### config.mk
export PLATFORM = sky130hd
export DESIGN_NAME = relay_nibble_scheduler
export DESIGN_NICKNAME = d
export VERILOG_FILES = /design/src/rtl/relay_nibble_scheduler.sv
export SDC_FILE = /design/constraint.sdc
export NUM_CORES = 1
export LEC_CHECK = 0
export ABC_AREA = 0
export CAP_MARGIN = 20
export CORE_MARGIN = 8
export CORE_UTILIZATION = 50
export CTS_CLUSTER_SIZE = 40
export DETAILED_ROUTE_END_ITERATION = 10
export HOLD_SLACK_MARGIN = 0.02
export PLACE_DENSITY = 0.67
export SLEW_MARGIN = 20
export SYNTH_ARGS = -nofsm -noshare
export SYNTH_HDL_FRONTEND = slang
export SYNTH_SLANG_ARGS = --single-unit
### constraint.sdc
create_clock -name clk -period 8.31 [get_ports clk]
set_input_delay 0.831 -clock clk [delete_from_list [all_inputs] [get_ports clk]]
set_output_delay 0.831 -clock clk [all_outputs]
set_load 0.03 [all_outputs]
### src/rtl/relay_nibble_scheduler.sv
// Buffers framer bytes and replays them as start/data/end nibbles, one strobe every NIBBLE_PERIOD clocks.
// First strobe two cycles after the first push; byte_in_ready drops while the FIFO is full.
module relay_nibble_scheduler #(
   parameter int NIBBLE_PERIOD = 64,
   parameter int FIFO_DEPTH    = 16,
   parameter int GUARD_NIBBLES = 2
) (
   input  logic       clk,
   input  logic       reset,
   input  logic [2:0] hi_simulate_mod_type,
   input  logic [7:0] byte_in,
   input  logic       byte_in_last,
   input  logic       byte_in_valid,
   output logic       byte_in_ready,
   output logic [3:0] nibble_out,
   output logic       nibble_out_available,
   output logic       busy,
   output logic       underrun
);

   localparam int AW = $clog2(FIFO_DEPTH);
   localparam int PW = $clog2(NIBBLE_PERIOD);
   localparam logic [2:0] MODE_READER = 3'b101;
   localparam logic [2:0] MODE_TAG    = 3'b110;

   typedef enum logic [2:0] {S_IDLE, S_START, S_DATA_HI, S_DATA_LO, S_END, S_GUARD} state_t;

   state_t        state;
   logic [8:0]    mem [FIFO_DEPTH];
   logic [AW-1:0] wr_ptr, rd_ptr;
   logic [AW:0]   count;
   logic [PW-1:0] pace;
   logic [3:0]    slot_cnt;
   logic [3:0]    lo_nib;
   logic          lo_last;
   logic          rdy_en;
   logic [2:0]    frame_mode;

   logic       mode_ok, abort, flush, full, empty, slot, push, pop;
   logic [8:0] head;
   logic [3:0] end_last, start_nib;

   assign mode_ok   = (hi_simulate_mod_type == MODE_READER) || (hi_simulate_mod_type == MODE_TAG);
   // A frame is bound to the mode it started in; any change tears it down.
   assign abort     = (state != S_IDLE) && (hi_simulate_mod_type != frame_mode);
   assign flush     = !mode_ok || abort;
   assign full      = (count == (AW+1)'(FIFO_DEPTH));
   assign empty     = (count == '0);
   assign slot      = (pace == '0);
   assign push      = byte_in_valid && byte_in_ready && !flush;
   assign pop       = (state == S_DATA_HI) && slot && !empty && !flush;
   assign head      = mem[rd_ptr];
   assign end_last  = (frame_mode == MODE_TAG) ? 4'd1 : 4'd3;
   assign start_nib = (frame_mode == MODE_TAG) ? 4'hF : 4'hC;

   assign byte_in_ready = rdy_en && !full;
   assign busy          = (state != S_IDLE);

   always_ff @(posedge clk) begin
      if (push) mem[wr_ptr] <= {byte_in_last, byte_in};
   end

   always_ff @(posedge clk) begin
      if (reset) begin
         state                <= S_IDLE;
         wr_ptr               <= '0;
         rd_ptr               <= '0;
         count                <= '0;
         pace                 <= '0;
         slot_cnt             <= '0;
         lo_nib               <= '0;
         lo_last              <= 1'b0;
         rdy_en               <= 1'b0;
         frame_mode           <= '0;
         nibble_out           <= '0;
         nibble_out_available <= 1'b0;
         underrun             <= 1'b0;
      end else begin
         rdy_en               <= 1'b1;
         nibble_out_available <= 1'b0;
         if (push) wr_ptr <= wr_ptr + 1'b1;
         if (pop)  rd_ptr <= rd_ptr + 1'b1;
         if (push && !pop)      count <= count + 1'b1;
         else if (pop && !push) count <= count - 1'b1;
         if (state == S_IDLE)                          pace <= '0;
         else if (pace == PW'(NIBBLE_PERIOD - 1))      pace <= '0;
         else                                          pace <= pace + 1'b1;

         if (flush) begin
            wr_ptr <= '0;
            rd_ptr <= '0;
            count  <= '0;
            pace   <= '0;
            state  <= S_IDLE;
         end else begin
            case (state)
               S_IDLE: begin
                  if (!empty) begin
                     state      <= S_START;
                     frame_mode <= hi_simulate_mod_type;
                  end
               end
               S_START: begin
                  if (slot) begin
                     nibble_out           <= start_nib;
                     nibble_out_available <= 1'b1;
                     state                <= S_DATA_HI;
                  end
               end
               S_DATA_HI: begin
                  if (slot) begin
                     if (!empty) begin
                        nibble_out           <= head[7:4];
                        nibble_out_available <= 1'b1;
                        lo_nib               <= head[3:0];
                        lo_last              <= head[8];
                        state                <= S_DATA_LO;
                     end else begin
                        underrun <= 1'b1;
                        slot_cnt <= '0;
                        state    <= S_END;
                     end
                  end
               end
               S_DATA_LO: begin
                  if (slot) begin
                     nibble_out           <= lo_nib;
                     nibble_out_available <= 1'b1;
                     slot_cnt             <= '0;
                     state                <= lo_last ? S_END : S_DATA_HI;
                  end
               end
               S_END: begin
                  if (slot) begin
                     nibble_out           <= 4'h0;
                     nibble_out_available <= 1'b1;
                     if (slot_cnt == end_last) begin
                        slot_cnt <= '0;
                        state    <= S_GUARD;
                     end else begin
                        slot_cnt <= slot_cnt + 1'b1;
                     end
                  end
               end
               S_GUARD: begin
                  if (slot) begin
                     if (slot_cnt == 4'(GUARD_NIBBLES - 1)) begin
                        pace  <= '0;
                        state <= S_IDLE;
                     end else begin
                        slot_cnt <= slot_cnt + 1'b1;
                     end
                  end
               end
               default: state <= S_IDLE;
            endcase
         end
      end
   end

endmodule

==> flow_summary.toml, run 1 <==
# synthesis and place-and-route metrics
[run_status]
run_status = "completed"

[detailed_routing]
drtAntennaViolNets = 0
routed_via_density = 5.65
detail_route.iter0.violations = 347
vias = 4262
routed_wirelength_mm = 15.2
number_of_iterations_in_the_first_detailed_routing_pass = 4

[clock_tree]
clock_tree.root_cell = "sky130_fd_sc_hd__clkbuf_16"
clock_tree.htree_level_count = 4
max-clock-path-buffers = 2
tritoncts = "yes"
clkSinkCount = 189
clock_insertion_delay_worst_skew_ps = 430

[setup_path]
timing.rr.start = "pace[0]"
rrSetupSlack_ps = 4490
worst_setup_path_end_kind = "register"
worstPathMaxFanout = 8
crit_required_ps = 8660
reg2regPathDepth = 14
cp.arrival_ps = 4290
path_class = "primary input to register"
regToRegEndpoint = "count[4]"
cp_num_buf_inv = 3

[timing]
finalSetupTns_ps = 0
fmax_mhz = 254
rsz_0062_raised_after_global_routing = "false"
timing.hold.ws_ps = 469

[floorplan]
fp.dieArea_sq_mm = 0.0200
num_rows = 46
io-pin-count = 23

[global_route]
pin_count_of_the_biggest_net_entering_global_routing = 37
grt_pass1_vias = 4315
globalRouteTotalUtil = 0.163
grt_antenna_before_repair = 0
grt.overflow.total = 0

[finish]
layout-drive-gt1-share = 0.174
clock_buf_count = 17
seq-cell-share = 0.584
filler_cell_count = 1223
ff_count = 189
final_util = 0.571
inv_count = 20
comb-cell-share = 0.277
sequential_cell_area_sq_mm = 0.00523

[placed_design]
hpwl_mm = 9.78
io_buffers = 22

[min_path]
hold_path_startpoint = "pace[0]"
hold_path_depth = 1

[yosys]
yosys.stat.seqShare = 0.664
ys_chip_area_sq_mm = 0.00787
synth_cell_type_count = 58
postSynthNetCount = 531
flop_cell = "sky130_fd_sc_hd__edfxtp_1"
aoi_share = 0.0486
ys.flops = 189
netlist_area_sq_mm = 0.00787
async_flop_share = 0
synthesis.instances = 501
yosys_cells = 501
topCombFamilyByArea = "multiplexers"

[job]
cap_violations = 0
log.warning_count = 31

[power_and_ir_drop]
leakage_nw = 2.78
run 1: metrics by stage:
stage	cells	area (sq um)	worst slack [ps]
2_1_floorplan	501	7870	4850
3_3_place_gp	723	8300	4070
3_5_place_dp	723	8300	3940
4_1_cts	754	8930	4370
5_1_grt	755	8940	4100
6_report	755	8940	4370
run 1: synthesized netlist by cell type (3+ instances only):
| master | count |
|---|---|
| sky130_fd_sc_hd__mux2i_1 | 18 |
| sky130_fd_sc_hd__o21ai_0 | 8 |
| sky130_fd_sc_hd__xnor2_1 | 10 |
| sky130_fd_sc_hd__inv_1 | 20 |
| sky130_fd_sc_hd__buf_2 | 6 |
| sky130_fd_sc_hd__nor3_1 | 9 |
| sky130_fd_sc_hd__or3_1 | 3 |
| sky130_fd_sc_hd__mux4_2 | 41 |
| sky130_fd_sc_hd__a21oi_1 | 15 |
| sky130_fd_sc_hd__and3_1 | 4 |
| sky130_fd_sc_hd__nor2_1 | 58 |
| sky130_fd_sc_hd__clkbuf_1 | 9 |
| sky130_fd_sc_hd__ha_1 | 14 |
| sky130_fd_sc_hd__a211oi_1 | 8 |
| sky130_fd_sc_hd__nand3_1 | 13 |
| sky130_fd_sc_hd__xor2_1 | 5 |
| sky130_fd_sc_hd__or3b_2 | 3 |
| sky130_fd_sc_hd__buf_1 | 3 |
| sky130_fd_sc_hd__edfxtp_1 | 144 |
| sky130_fd_sc_hd__dfxtp_1 | 45 |
| sky130_fd_sc_hd__nand2_1 | 13 |
| sky130_fd_sc_hd__nand2b_1 | 4 |
| sky130_fd_sc_hd__nand4_1 | 3 |
run 1: registers in the layout, summed over array words and instances, names as in the netlist, named ones only:
register,flops
underrun,1
slot_cnt,4
rd_ptr,4
pace,6
wr_ptr,4
count,5
rdy_en,1
frame_mode,3
lo_last,1
nibble_out_available,1
state,3
nibble_out,4
mem,144
lo_nib,4
run 1: report_power, final:
group	leakage (nW)	switching [mW]	internal (mW)
registers	1.66	0.00111	1.02
logic	0.819	0.0233	0.0135
clock network	0.307	0.363	0.510
run 1: cell usage in the layout, fill, tap and decap left out, types with 10 or more instances in the layout:
| master | count |
|---|---|
| sky130_fd_sc_hd__edfxtp_1 | 144 |
| sky130_fd_sc_hd__nor2_1 | 56 |
| sky130_fd_sc_hd__dfxtp_1 | 44 |
| sky130_fd_sc_hd__mux4_2 | 41 |
| sky130_fd_sc_hd__clkdlybuf4s50_1 | 22 |
| sky130_fd_sc_hd__inv_1 | 20 |
| sky130_fd_sc_hd__mux2i_1 | 18 |
| sky130_fd_sc_hd__clkbuf_16 | 17 |
| sky130_fd_sc_hd__a21oi_1 | 15 |
| sky130_fd_sc_hd__ha_1 | 14 |
| sky130_fd_sc_hd__nand2_1 | 13 |
| sky130_fd_sc_hd__nand3_1 | 13 |
| sky130_fd_sc_hd__xnor2_1 | 10 |
run 1: layer usage:
metal,track usage,part of all wire,vias up,wire length (um)
met5,0,0,-,0
met4,0.0469,0.0097,0,147
met3,0.0420,0.045,14,685
met2,0.265,0.49,102,7480
met1,0.211,0.45,2165,6870
li1,-,-,1981,-
**Run 1: met2 routing**

The bar under the picture is 50 um long.
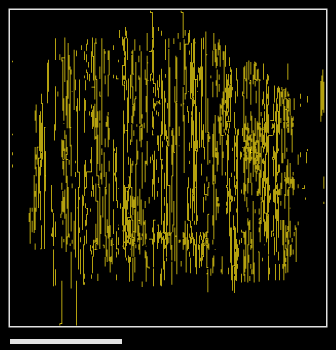
main direction: vertical
nets with wire on the layer: 492

**Run 1: gate-type map**

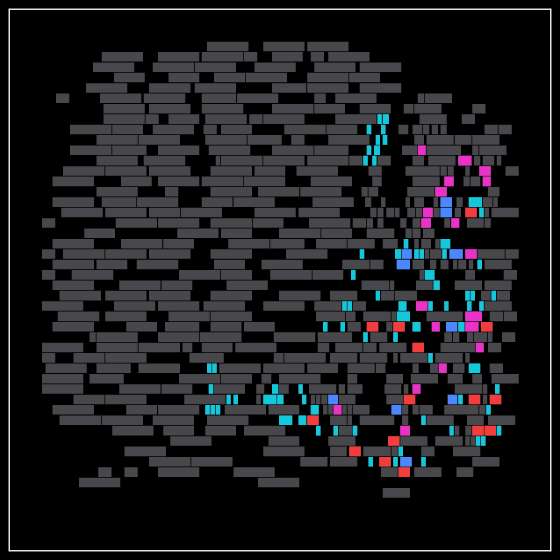
| family | colour | cells |
|---|---|---|
| and/or cells | magenta | 19 |
| xor and xnor cells | red | 15 |
| non-inverting ao/oa cells | blue | 10 |
| nor cells | cyan | 74 |

**Run 1: where the registers sit**

The bar under the picture is 50 um long.
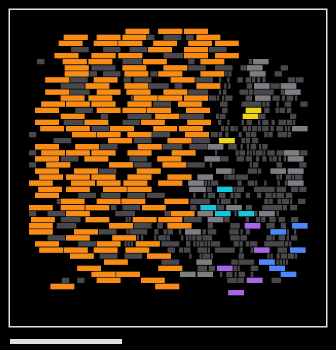
| netlist name | colour | flops |
|---|---|---|
| state | yellow | 3 |
| count | purple | 5 |
| rd_ptr | cyan | 4 |
| pace | blue | 6 |
| mem | orange | 144 |
not coloured: 27

==> inputs of run 2 (changes only) <==
==> constraint.sdc (replaced) <==
create_clock -name clk -period 3.7 [get_ports clk]
set_input_delay 0.37 -clock clk [delete_from_list [all_inputs] [get_ports clk]]
set_output_delay 0.37 -clock clk [all_outputs]
set_load 0.03 [all_outputs]
==> flow_summary.toml, run 2 <==
# synthesis and place-and-route metrics
[timing]
finalSetupTns_ps = 0
rsz_0062_raised_after_global_routing = "false"
timing_max_transition_violations_final = 0
worst_slack_ps = 528
final.setup_skew_ps = 12.5
fmax_mhz = 315
timing.hold.ws_ps = 461
tightestPinTransition_ps = 959
worst_slew_margin_rel = 0.358

[placed_design]
hpwl_mm = 10.3
placed_cells = 737
dpl_cell_area_sq_mm = 0.00840
final_gp_congestion = 0.840
dpl_worst_slack_ps = 220
io_buffers = 22

[finish]
nets = 570
largest_registers = "mem x144, pace x6, count x5"
final_util = 0.573
filler_cell_count = 1226
layout.cell_area.non_filler_sq_mm = 0.00897
layout-drive-gt1-share = 0.190
largest_register = "mem"
final_cell_count_no_fill = 769
layout-area-overhead-vs-synth_pct = 14.0
largest_register_ff_count = 144
mostFrequentLayoutCell = "sky130_fd_sc_hd__edfxtp_1"
antennaDiodeCount = 0
mostFrequentLayoutCells = "144 x sky130_fd_sc_hd__edfxtp_1, 58 x sky130_fd_sc_hd__nor2_1, 44 x sky130_fd_sc_hd__dfxtp_1"

[run_status]
run_status = "completed"

[floorplan]
die-width_um = 141
io-pin-count = 23
die_h_um = 141
fp.dieArea_sq_mm = 0.0200
core_sq_mm = 0.0157
fp_util = 0.503
num_rows = 46

[setup_path]
reg2regPathDepth = 11
path_class = "register to register"
cp.arrival_ps = 3540
worstPathMaxFanout = 6
crit_required_ps = 4060
worst_setup_path_end_kind = "register"

[job]
cap_violations = 0
log.warning_count = 31

[yosys]
yosysWarningCount = 0
synthesis.instances = 501
topCellsByArea = "sky130_fd_sc_hd__edfxtp_1 55%, sky130_fd_sc_hd__mux4_2 12%, sky130_fd_sc_hd__dfxtp_1 11%"
postSynthNetCount = 531
ys.flops = 189
ys_chip_area_sq_mm = 0.00787
yosys-top-cells-count = "144 x sky130_fd_sc_hd__edfxtp_1, 58 x sky130_fd_sc_hd__nor2_1, 45 x sky130_fd_sc_hd__dfxtp_1, 41 x sky130_fd_sc_hd__mux4_2, 20 x sky130_fd_sc_hd__inv_1"
synth.avg_cell_area_sq_um = 15.7
post-synth-top-area-cell = "sky130_fd_sc_hd__edfxtp_1"
yosys_cells = 501
netlist_area_sq_mm = 0.00787
async_flop_share = 0
top_count_cell_post_synth = "sky130_fd_sc_hd__edfxtp_1"
yosys.stat.seqShare = 0.664
synth_cell_type_count = 58
flop_cell = "sky130_fd_sc_hd__edfxtp_1"
netlist.area_leader.share = 0.549

[min_path]
hold_path_depth = 1

[global_route]
grt_antenna_before_repair = 1
globalRouteTotalUtil = 0.163
grt.overflow.total = 0
grt_pass1_vias = 4412
grt_first_pass_wirelength_mm = 24.3
pin_count_of_the_biggest_net_entering_global_routing = 20

[detailed_routing]
vias = 4328
drtAntennaViolNets = 0
detail_route.wl_per_cell_um = 19.8
routed_via_density = 5.63
detail_route.iter0.violations = 226
remaining_drc_errors = 0
routed_wirelength_mm = 15.2
number_of_iterations_in_the_first_detailed_routing_pass = 4

[power_and_ir_drop]
leakage_nw = 2.81
power.ir.vdd_worst_uv = 320
power.total_mw = 4.10
p_per_area_mw_per_mm2 = 457

[clock_tree]
clock_tree.htree_level_count = 4
numCtsBuffers = 17
worst_setup_hold_path_clk_slew_ps = 70
clock_insertion_delay_worst_skew_ps = 440
max-clock-path-buffers = 2
tritoncts = "yes"
cts-resized-gates = 0
post_cts_hold_fix_buffer_tally = 0
clock_tree.root_cell = "sky130_fd_sc_hd__clkbuf_16"
clkSinkCount = 189
run 2: cell counts after synthesis:
No cell type changed its count.
run 2: metal layers:
metal,track usage,part of all wire,up-vias
met1,0.201,0.43,2185
li1,-,-,2014
met5,0,0.00079,-
met4,0.0661,0.022,2
met2,0.269,0.50,96
met3,0.0427,0.039,31
run 2: area by class of cell:
cell class | instances | area [sq um] | share of cell area
Sequential cell | 189 | 5230 | 0.583
Multi-Input combinational cell | 271 | 2460 | 0.274
Clock buffer | 17 | 425 | 0.0474
Timing Repair Buffer | 41 | 363 | 0.0404
Tap cell | 216 | 270 | 0.0301
Inverter | 20 | 75.1 | 0.00837
Clock inverter | 15 | 149 | 0.0166
run 2: logic make-up after synthesis:
family / after synthesis / synth area share
adders and majority gates: 15 / 0.0248
muxes: 60 / 0.142
buffers and inverters: 41 / 0.0232
and+or+nand+nor: 128 / 0.0811
DFF: 189 / 0.664
AOI/OAI and AO/OA: 53 / 0.0487
xor gates and xnor gates: 15 / 0.0167
run 2: report_power, final:
group / total (mW) / leakage (nW) / internal [mW] / switching, mW
sequential: 2.28 / 1.66 / 2.28 / 0.00246
combinational: 0.0858 / 0.877 / 0.0317 / 0.0541
clock: 1.73 / 0.279 / 0.894 / 0.840
total: 4.10 / 2.81 / 3.21 / 0.897
run 2: path summary, 6_finish.rpt:
| check | start | to | slack (ps) |
|---|---|---|---|
| hold / removal | pace[0] | pace[0] | 460 |
| setup / recovery | count[0] | count[4] | 530 |
| setup reg to reg | count[0] | count[4] | 530 |
| hold reg to reg | pace[0] | pace[0] | 460 |
run 2: worst max-delay path: stages (launching register included):
cell                      delay [ps]
sky130_fd_sc_hd__dfxtp_1         360
sky130_fd_sc_hd__or4_1           690
sky130_fd_sc_hd__o21a_1          260
sky130_fd_sc_hd__and3_1          190
sky130_fd_sc_hd__ha_1            220
sky130_fd_sc_hd__inv_1           150
sky130_fd_sc_hd__ha_1            300
sky130_fd_sc_hd__a21o_1          190
sky130_fd_sc_hd__a21oi_1         200
sky130_fd_sc_hd__xnor2_1         100
sky130_fd_sc_hd__or3_1           300
sky130_fd_sc_hd__a21oi_1         130
**Run 2: congestion heat map**

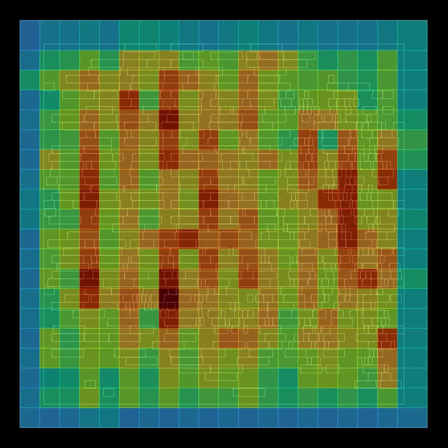
Global Route met3 Usage: 0.0427
met1 Track Usage GR: 0.201
met2 usage: 0.269
most used routing layer: met2

**Run 2: where the registers sit**

The bar under the picture is 50 um long.
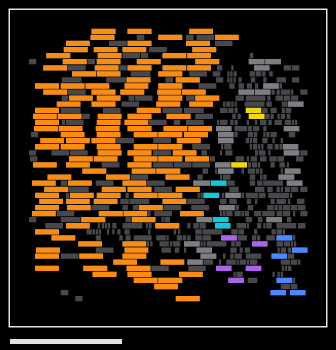
| netlist name | colour | flops |
|---|---|---|
| rd_ptr | cyan | 4 |
| state | yellow | 3 |
| count | purple | 5 |
| pace | blue | 6 |
| mem | orange | 144 |

==> inputs of run 3 (changes only) <==
--- a/config.mk
+++ b/config.mk
@@ -7,13 +7,12 @@
 export LEC_CHECK = 0
 export ABC_AREA = 0
 export CAP_MARGIN = 20
-export CORE_MARGIN = 8
+export CORE_MARGIN = 3
 export CORE_UTILIZATION = 50
 export CTS_CLUSTER_SIZE = 40
 export DETAILED_ROUTE_END_ITERATION = 10
 export HOLD_SLACK_MARGIN = 0.02
 export PLACE_DENSITY = 0.67
-export SLEW_MARGIN = 20
 export SYNTH_ARGS = -nofsm -noshare
 export SYNTH_HDL_FRONTEND = slang
 export SYNTH_SLANG_ARGS = --single-unit
**Run 3: congestion heat map**

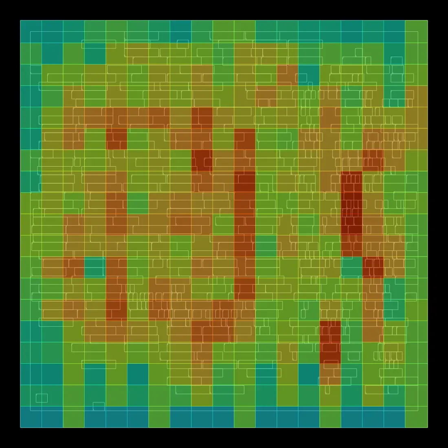
Global Route met3 Usage: 0.0410
met2 usage: 0.315

==> flow_summary.toml, run 3 <==
# synthesis and place-and-route metrics
[yosys]
top_count_cell_post_synth = "sky130_fd_sc_hd__edfxtp_1"
area_fraction_in_and_or_nand_and_nor_cells = 0.0811
yosys-top-cells-count = "144 x sky130_fd_sc_hd__edfxtp_1, 58 x sky130_fd_sc_hd__nor2_1, 45 x sky130_fd_sc_hd__dfxtp_1, 41 x sky130_fd_sc_hd__mux4_2, 20 x sky130_fd_sc_hd__inv_1"
ys_chip_area_sq_mm = 0.00787
topCellsByArea = "sky130_fd_sc_hd__edfxtp_1 55%, sky130_fd_sc_hd__mux4_2 12%, sky130_fd_sc_hd__dfxtp_1 11%"
yosysWarningCount = 0
synth.avg_cell_area_sq_um = 15.7
yosys_cells = 501
adder_cell_fraction_of_synth_area = 0.0248
post-synth-top-area-cell = "sky130_fd_sc_hd__edfxtp_1"
synthesis.instances = 501
synth_cell_type_count = 58
topCombFamilyByArea = "multiplexers"
netlist_area_sq_mm = 0.00787
netlist.area_leader.share = 0.549
ys.flops = 189
async_flop_share = 0
muxShareOfSynthArea = 0.142
postSynthNetCount = 531
yosys.stat.seqShare = 0.664
xor_area_frac = 0.0167

[clock_tree]
max-clock-path-buffers = 2
tritoncts = "yes"
worst_setup_hold_path_clk_slew_ps = 70
clkSinkCount = 189
clock_tree.htree_level_count = 4
cts-resized-gates = 0
clock_insertion_delay_worst_skew_ps = 430
numCtsBuffers = 17
clock_tree.root_cell = "sky130_fd_sc_hd__clkbuf_16"

[setup_path]
worstPathMaxFanout = 6
crit_required_ps = 4060
cp.arrival_ps = 3520
path_class = "register to register"
worst_setup_path_end_kind = "register"

[detailed_routing]
remaining_drc_errors = 0
number_of_iterations_in_the_first_detailed_routing_pass = 5
detail_route.wl_per_cell_um = 20.0
routed_wirelength_mm = 15.2
routed_via_density = 5.65
drtAntennaViolNets = 0

[placed_design]
final_gp_congestion = 0.835
dpl_cell_area_sq_mm = 0.00838
placed_cells = 731
io_buffers = 22

[finish]
layout.cell_area.non_filler_sq_mm = 0.00901
largest_register_ff_count = 144
final_util = 0.588
antennaDiodeCount = 0
layout-drive-gt1-share = 0.188
largest_register = "mem"
nets = 569
largest_registers = "mem x144, pace x6, count x5"
layout-area-overhead-vs-synth_pct = 14.5

[floorplan]
core_sq_mm = 0.0153
die-width_um = 131
die_h_um = 131
io-pin-count = 23
fp_util = 0.514
num_rows = 45
fp.dieArea_sq_mm = 0.0173

[run_status]
run_status = "completed"

[power_and_ir_drop]
p_per_area_mw_per_mm2 = 475
power.total_mw = 4.28
switching_power_uw = 880
power.ir.vdd_worst_uv = 441
cell_internal_pwr_mw = 3.40
comb_power_share = 0.020
clkPwrFrac = 0.447
seq_power_share = 0.533
leakage_nw = 2.84

[job]
log.warning_count = 31
cap_violations = 0

[timing]
rsz_0062_raised_after_global_routing = "false"
final.setup_skew_ps = 8.47
fmax_mhz = 317
timing_max_transition_violations_final = 0
worst_slew_margin_rel = 0.366
tightestPinTransition_ps = 947

[global_route]
grt_pass1_vias = 4439
grt_first_pass_wirelength_mm = 24.8
grt.overflow.total = 0
**Run 3: gate-type map**

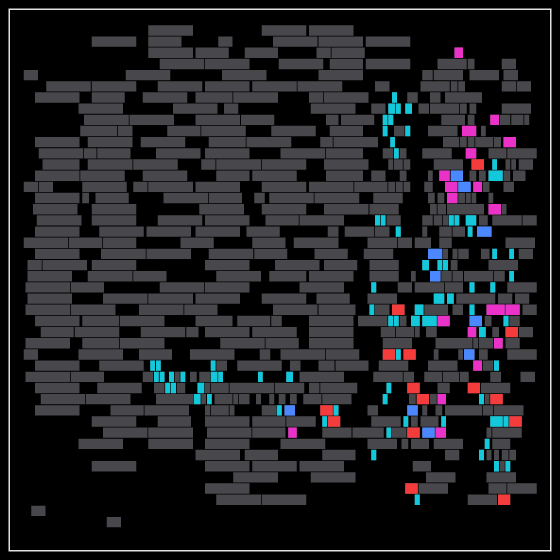
fin cells: 763
most common cell after layout, fill and taps aside: sky130_fd_sc_hd__edfxtp_1

==> run 3: metal layers <==
layer	GRT usage	wire [um]	vias up
met4	0.0642	242	0
met3	0.0410	555	20
met1	0.248	6730	2186
li1	-	-	2016
met2	0.315	7710	88
met5	0	0	-
==> run 3: layout make-up <==
class / instances / area (sq um)
Multi-Input combinational cell: 271 / 2460
Timing Repair Buffer: 40 / 355
Clock buffer: 17 / 425
Tap cell: 211 / 264
Inverter: 20 / 75.1
Fill cell: 1195 / 6300
Clock inverter: 15 / 201
Sequential cell: 189 / 5230
==> run 3: final timing paths <==
check | cells past startpoint | slack (ps) | from | endpoint
worst max-delay path | 11 | 550 | count[0] | count[4]
worst min-delay path | 1 | 460 | pace[0] | pace[0]
worst max register to register | 11 | 550 | count[0] | count[4]
worst min register to register | 1 | 460 | pace[0] | pace[0]
==> run 3: power by group through the flow <==
| stage | sequential (mW) | clock (mW) | combinational, mW |
|---|---|---|---|
| 2_1_floorplan | 2.33 | 0 | 0.0372 |
| 3_3_place_gp | 2.33 | 0 | 0.0825 |
| 3_5_place_dp | 2.33 | 0 | 0.0860 |
| 4_1_cts | 2.28 | 1.95 | 0.0865 |
| 5_1_grt | 2.28 | 2.05 | 0.0942 |
| 6_report | 2.28 | 1.91 | 0.0857 |
==> run 3: worst max-delay path: stages (launching register included) <==
cell,delay (ps)
sky130_fd_sc_hd__dfxtp_1,360
sky130_fd_sc_hd__or4_1,710
sky130_fd_sc_hd__o21a_1,270
sky130_fd_sc_hd__and3_1,200
sky130_fd_sc_hd__ha_1,230
sky130_fd_sc_hd__inv_1,140
sky130_fd_sc_hd__ha_1,290
sky130_fd_sc_hd__a21o_1,190
sky130_fd_sc_hd__a21oi_1,160
sky130_fd_sc_hd__xnor2_1,90
sky130_fd_sc_hd__or3_1,300
sky130_fd_sc_hd__a21oi_1,150
==> run 3: cell families (layout without fill, tap and decap cells) <==
logic type / after synthesis / after routing
xor+xnor: 15 / 15
flops: 189 / 189
mux: 60 / 60
buf+inv: 41 / 92
fa+ha+maj: 15 / 15
compound gates: 53 / 53
simple gates: 128 / 128
No activity file was given, so power comes from the tool's default toggle rates.
